Design sgdmac_write_flat, sky130hd; sources not shown.
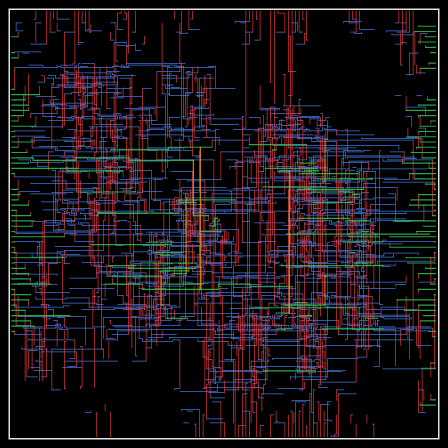
Run 1: metal layers overlaid
- orange: met4 (wire length 133 um)
- red: met2 (wire length 5,950 um)
- blue: met1 (wire length 5,490 um)
- green: met3 (wire length 1,070 um)
via count: 4,251
Tot GR Track Use: 20.68%
overall routed net length: 12.65 mm
detailed-route wire length per cell: 16.15 um

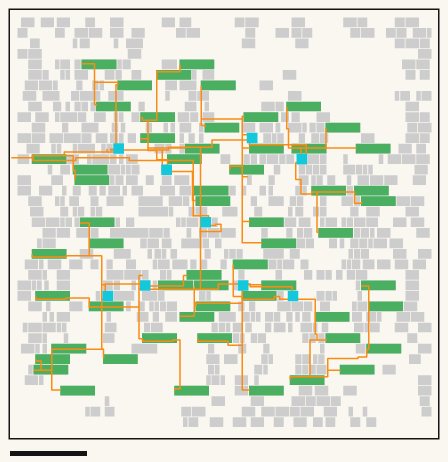
Run 1: clock network drawn from the DEF
Scale bar: 20 um.
- cyan: cells driving clock nets (count 9)
- green: flip-flops (count 58)
- orange: clock wires (length 889 um)
- routed clock nets: 10
maximum clock skew at final layout: 0.01653 ns
clk latency late pin: 0.41 ns
portion of total power attributed to the clock network: 9.1%
power consumed by the clock network: 493 uW

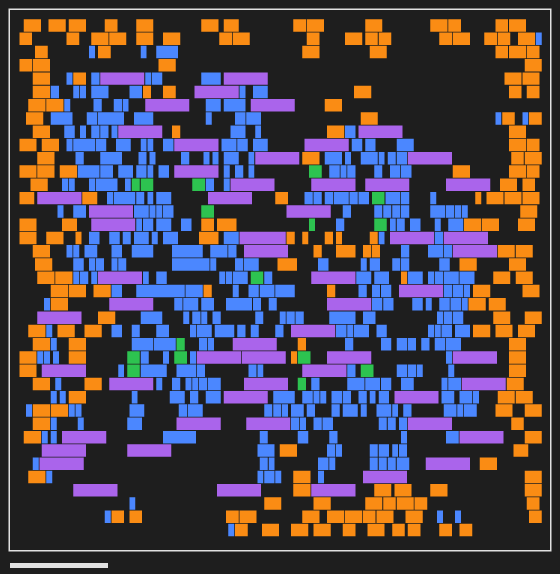
Run 1: cell classes on the final placement
Scale bar: 20 um.
- purple: flops (cells 58; share of their area 26%)
- blue: all other logic (cells 364; share of their area 40%)
- orange: other buffers and delay cells (cells 202; share of their area 33%)
- green: clock drivers and dummy loads (cells 16; share of their area 1.9%)
core outline area: 11,370 um2
count of standard-cell rows: 39
final cell utilization of the core: 50.69%
Finished Cell Area: 5763 um2
Seq/total area: 25.21%

==> results_tabular.tex, run 1 <==
% Yosys + OpenROAD metrics
\begin{tabular}{lr}
\hline
Metric & Value \\
\hline
\multicolumn{2}{l}{\textbf{Outcome}} \\
\quad Run status & complete, no violations \\
\multicolumn{2}{l}{\textbf{CTS}} \\
\quad Number of levels the H-tree was split into & 3 \\
\quad CTS tree & done \\
\multicolumn{2}{l}{\textbf{Power}} \\
\quad Combinational gate power & 3.38 mW \\
\quad Combinational power share & 62.4\% \\
\quad Design internal power & 2.690 mW \\
\quad Leakage power of the design & 2.412 nW \\
\quad Largest power group & combinational logic \\
\multicolumn{2}{l}{\textbf{Placed design}} \\
\quad Detail Placement HPWL & roughly 9.4 mm \\
\quad \# port buffers & between 100 and 150 \\
\multicolumn{2}{l}{\textbf{Worst setup path}} \\
\quad Crit-path leading delay family & simple AND/OR/NAND/NOR gates \\
\quad Peak fanout along the critical path & 7 \\
\quad Kind of critical path & reg2reg \\
\quad Total stage count of the critical path & 9 \\
\quad Worst path slowest cell & or4\_4 \\
\quad Critical Path Start Type & flip-flop \\
\multicolumn{2}{l}{\textbf{Detailed routing}} \\
\quad Antenna viol nets, final & 0 \\
\quad DRT iter0 DRCs & between 200 and 300 \\
\multicolumn{2}{l}{\textbf{Finish}} \\
\quad Seq cells & 58 \\
\quad Nonclk buf count & 202 \\
\quad Tally of clock buffers in the finished layout & 12 \\
\quad Sequential Area & between 1000 and 1500 um2 \\
\quad Max FFs per register & 32 \\
\quad Multi-input combinational cell count & 353 \\
\quad Share of the final layout cell area in multi-input gates & 37.54\% \\
\quad Signed area change from the synthesized netlist to the final layout & 42.16\% \\
\multicolumn{2}{l}{\textbf{Timing}} \\
\quad Final critical-path required period & 2.844 ns \\
\quad Post-Route Setup TNS & 0 ns \\
\quad Ratio of final minimum period to clock period & 94.81\% \\
\quad Highest achievable clock rate & 0.3516 GHz \\
\multicolumn{2}{l}{\textbf{Global routing}} \\
\quad Global-route track usage on met3 & 6.147\% \\
\quad Vias in the first global route & 4,156 \\
\quad Most Crowded Layer GR & met2 \\
\multicolumn{2}{l}{\textbf{Synth}} \\
\quad Primary FF master, synth & dfrtp\_1 \\
\quad Post-synthesis register bit count & roughly 58 \\
\quad Multiplexer share of the synthesized area & 0.8025\% \\
\quad Yosys warning tally & 0 \\
\multicolumn{2}{l}{\textbf{Floorplanning}} \\
\quad Pre-Place Util & 35.66\% \\
\quad DIE HEIGHT & 110.6 um \\
\multicolumn{2}{l}{\textbf{Flow run}} \\
\quad Number of violations of the max-capacitance limit & 0 \\
\hline
\end{tabular}
Run 1, power grid:
Scale bar: 20 um. Pins as bars on the die edge.
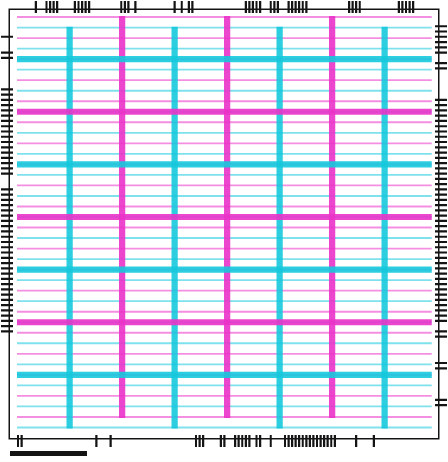

--- run 2 (diff from run 1) ---
- CAP_MARGIN: not set -> 20
- PLACE_DENSITY: 0.65 -> 0.69
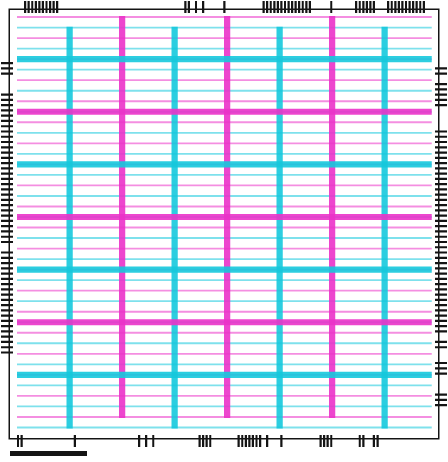
Run 2: power grid
Scale bar: 20 um. Pins as bars on the die edge.
- magenta: VDD
- cyan: VSS
- met1 rails: 40
- signal pins: 180
- rows: 39
- met5 straps: 7
- met4 straps: 7
DIE HEIGHT: 110.6 um
die x size: 110.6 um
Worst IR Drop VDD: 0.0004882 V

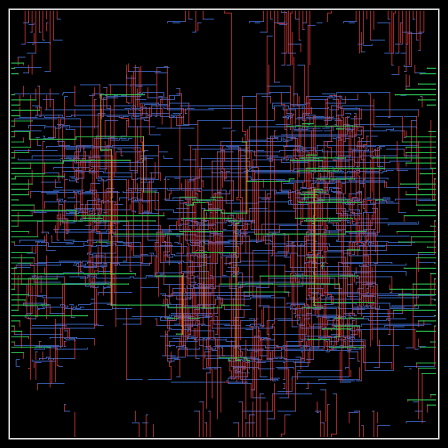
Run 2: metal layers overlaid
- orange: met4 (wire length 206 um)
- red: met2 (wire length 6,180 um)
- blue: met1 (wire length 5,430 um)
- green: met3 (wire length 1,180 um)
overall routed net length: 12.99 mm
Tot GR Track Use: 21.16%
via count: 4,203
detailed-route wire length per cell: 16.59 um

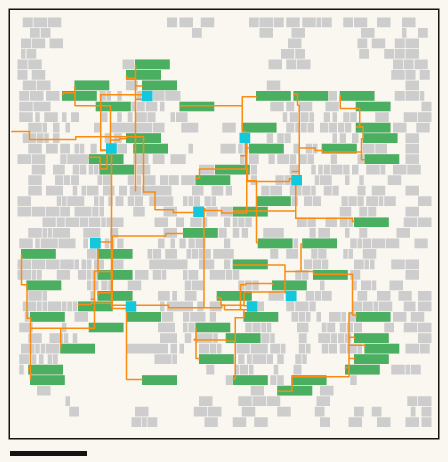
Run 2: clock network drawn from the DEF
Scale bar: 20 um.
- orange: clock wires (length 891 um)
- cyan: cells driving clock nets (count 9)
- green: flip-flops (count 58)
- routed clock nets: 10
- flops lie: spread over the die
clk latency late pin: 0.44 ns
power consumed by the clock network: 659 uW

==> run 2 against run 1 <==
Net effect: power is 3.7% higher; synthesized cell count unchanged; core utilization grew 0.43 points; final cell count unchanged; flip-flop count is the same; clock power up 34%; cell area up 0.85%; critical endpoint unchanged; largest cell class unchanged; largest power group unchanged.
==> results_tabular.tex, run 2 <==
% Yosys + OpenROAD metrics
\begin{tabular}{lr}
\hline
Metric & Value \\
\hline
\multicolumn{2}{l}{\textbf{Finish}} \\
\quad Sequential Area & 1451 um2 \\
\quad Max FFs per register & 32 \\
\quad Tally of clock buffers in the finished layout & 10 \\
\quad Signed area change from the synthesized netlist to the final layout & 43.36\% \\
\quad Share of the final layout cell area in multi-input gates & 37.18\% \\
\quad Seq cells & between 50 and 60 \\
\quad Final cell utilization of the core & 51.12\% \\
\quad Nonclk buf count & 202 \\
\quad Multi-input combinational cell count & 353 \\
\quad Seq/total area & approximately a quarter \\
\multicolumn{2}{l}{\textbf{Power}} \\
\quad Leakage power of the design & 2.438 nW \\
\quad Combinational gate power & 3.41 mW \\
\quad Portion of total power attributed to the clock network & 11.8\% \\
\quad Combinational power share & 60.8\% \\
\quad Design internal power & between 2 and 3 mW \\
\quad Largest power group & combinational logic \\
\multicolumn{2}{l}{\textbf{Synth}} \\
\quad Post-synthesis register bit count & 58 \\
\quad Multiplexer share of the synthesized area & 0.8025\% \\
\quad Primary FF master, synth & dfrtp\_1 \\
\quad Yosys warning tally & 0 \\
\multicolumn{2}{l}{\textbf{Timing}} \\
\quad Ratio of final minimum period to clock period & 97.55\% \\
\quad Highest achievable clock rate & 0.3417 GHz \\
\quad Final critical-path required period & 2.927 ns \\
\quad Maximum clock skew at final layout & about 0.026 ns \\
\quad Post-Route Setup TNS & 0 ns \\
\multicolumn{2}{l}{\textbf{Detailed routing}} \\
\quad DRT iter0 DRCs & 304 \\
\multicolumn{2}{l}{\textbf{Global routing}} \\
\quad Vias in the first global route & 4,254 \\
\quad Most Crowded Layer GR & met2 \\
\quad Global-route track usage on met3 & 6.531\% \\
\multicolumn{2}{l}{\textbf{Worst setup path}} \\
\quad Crit-path leading delay family & simple AND/OR/NAND/NOR gates \\
\quad Critical Path Start Type & flip-flop \\
\quad Peak fanout along the critical path & 10 \\
\quad Kind of critical path & reg2reg \\
\quad Worst path slowest cell & or4\_4 \\
\multicolumn{2}{l}{\textbf{Floorplanning}} \\
\quad Count of standard-cell rows & 39 \\
\quad Core outline area & 11,370 um2 \\
\quad Pre-Place Util & 35.66\% \\
\multicolumn{2}{l}{\textbf{Placed design}} \\
\quad \# port buffers & $\sim$140 \\
\multicolumn{2}{l}{\textbf{CTS}} \\
\quad CTS tree & done \\
\quad Number of levels the H-tree was split into & 3 \\
\multicolumn{2}{l}{\textbf{Outcome}} \\
\quad Run status & complete, no violations \\
\multicolumn{2}{l}{\textbf{Flow run}} \\
\quad Number of violations of the max-capacitance limit & 0 \\
\hline
\end{tabular}
No activity file was given, so power comes from the tool's default toggle rates.
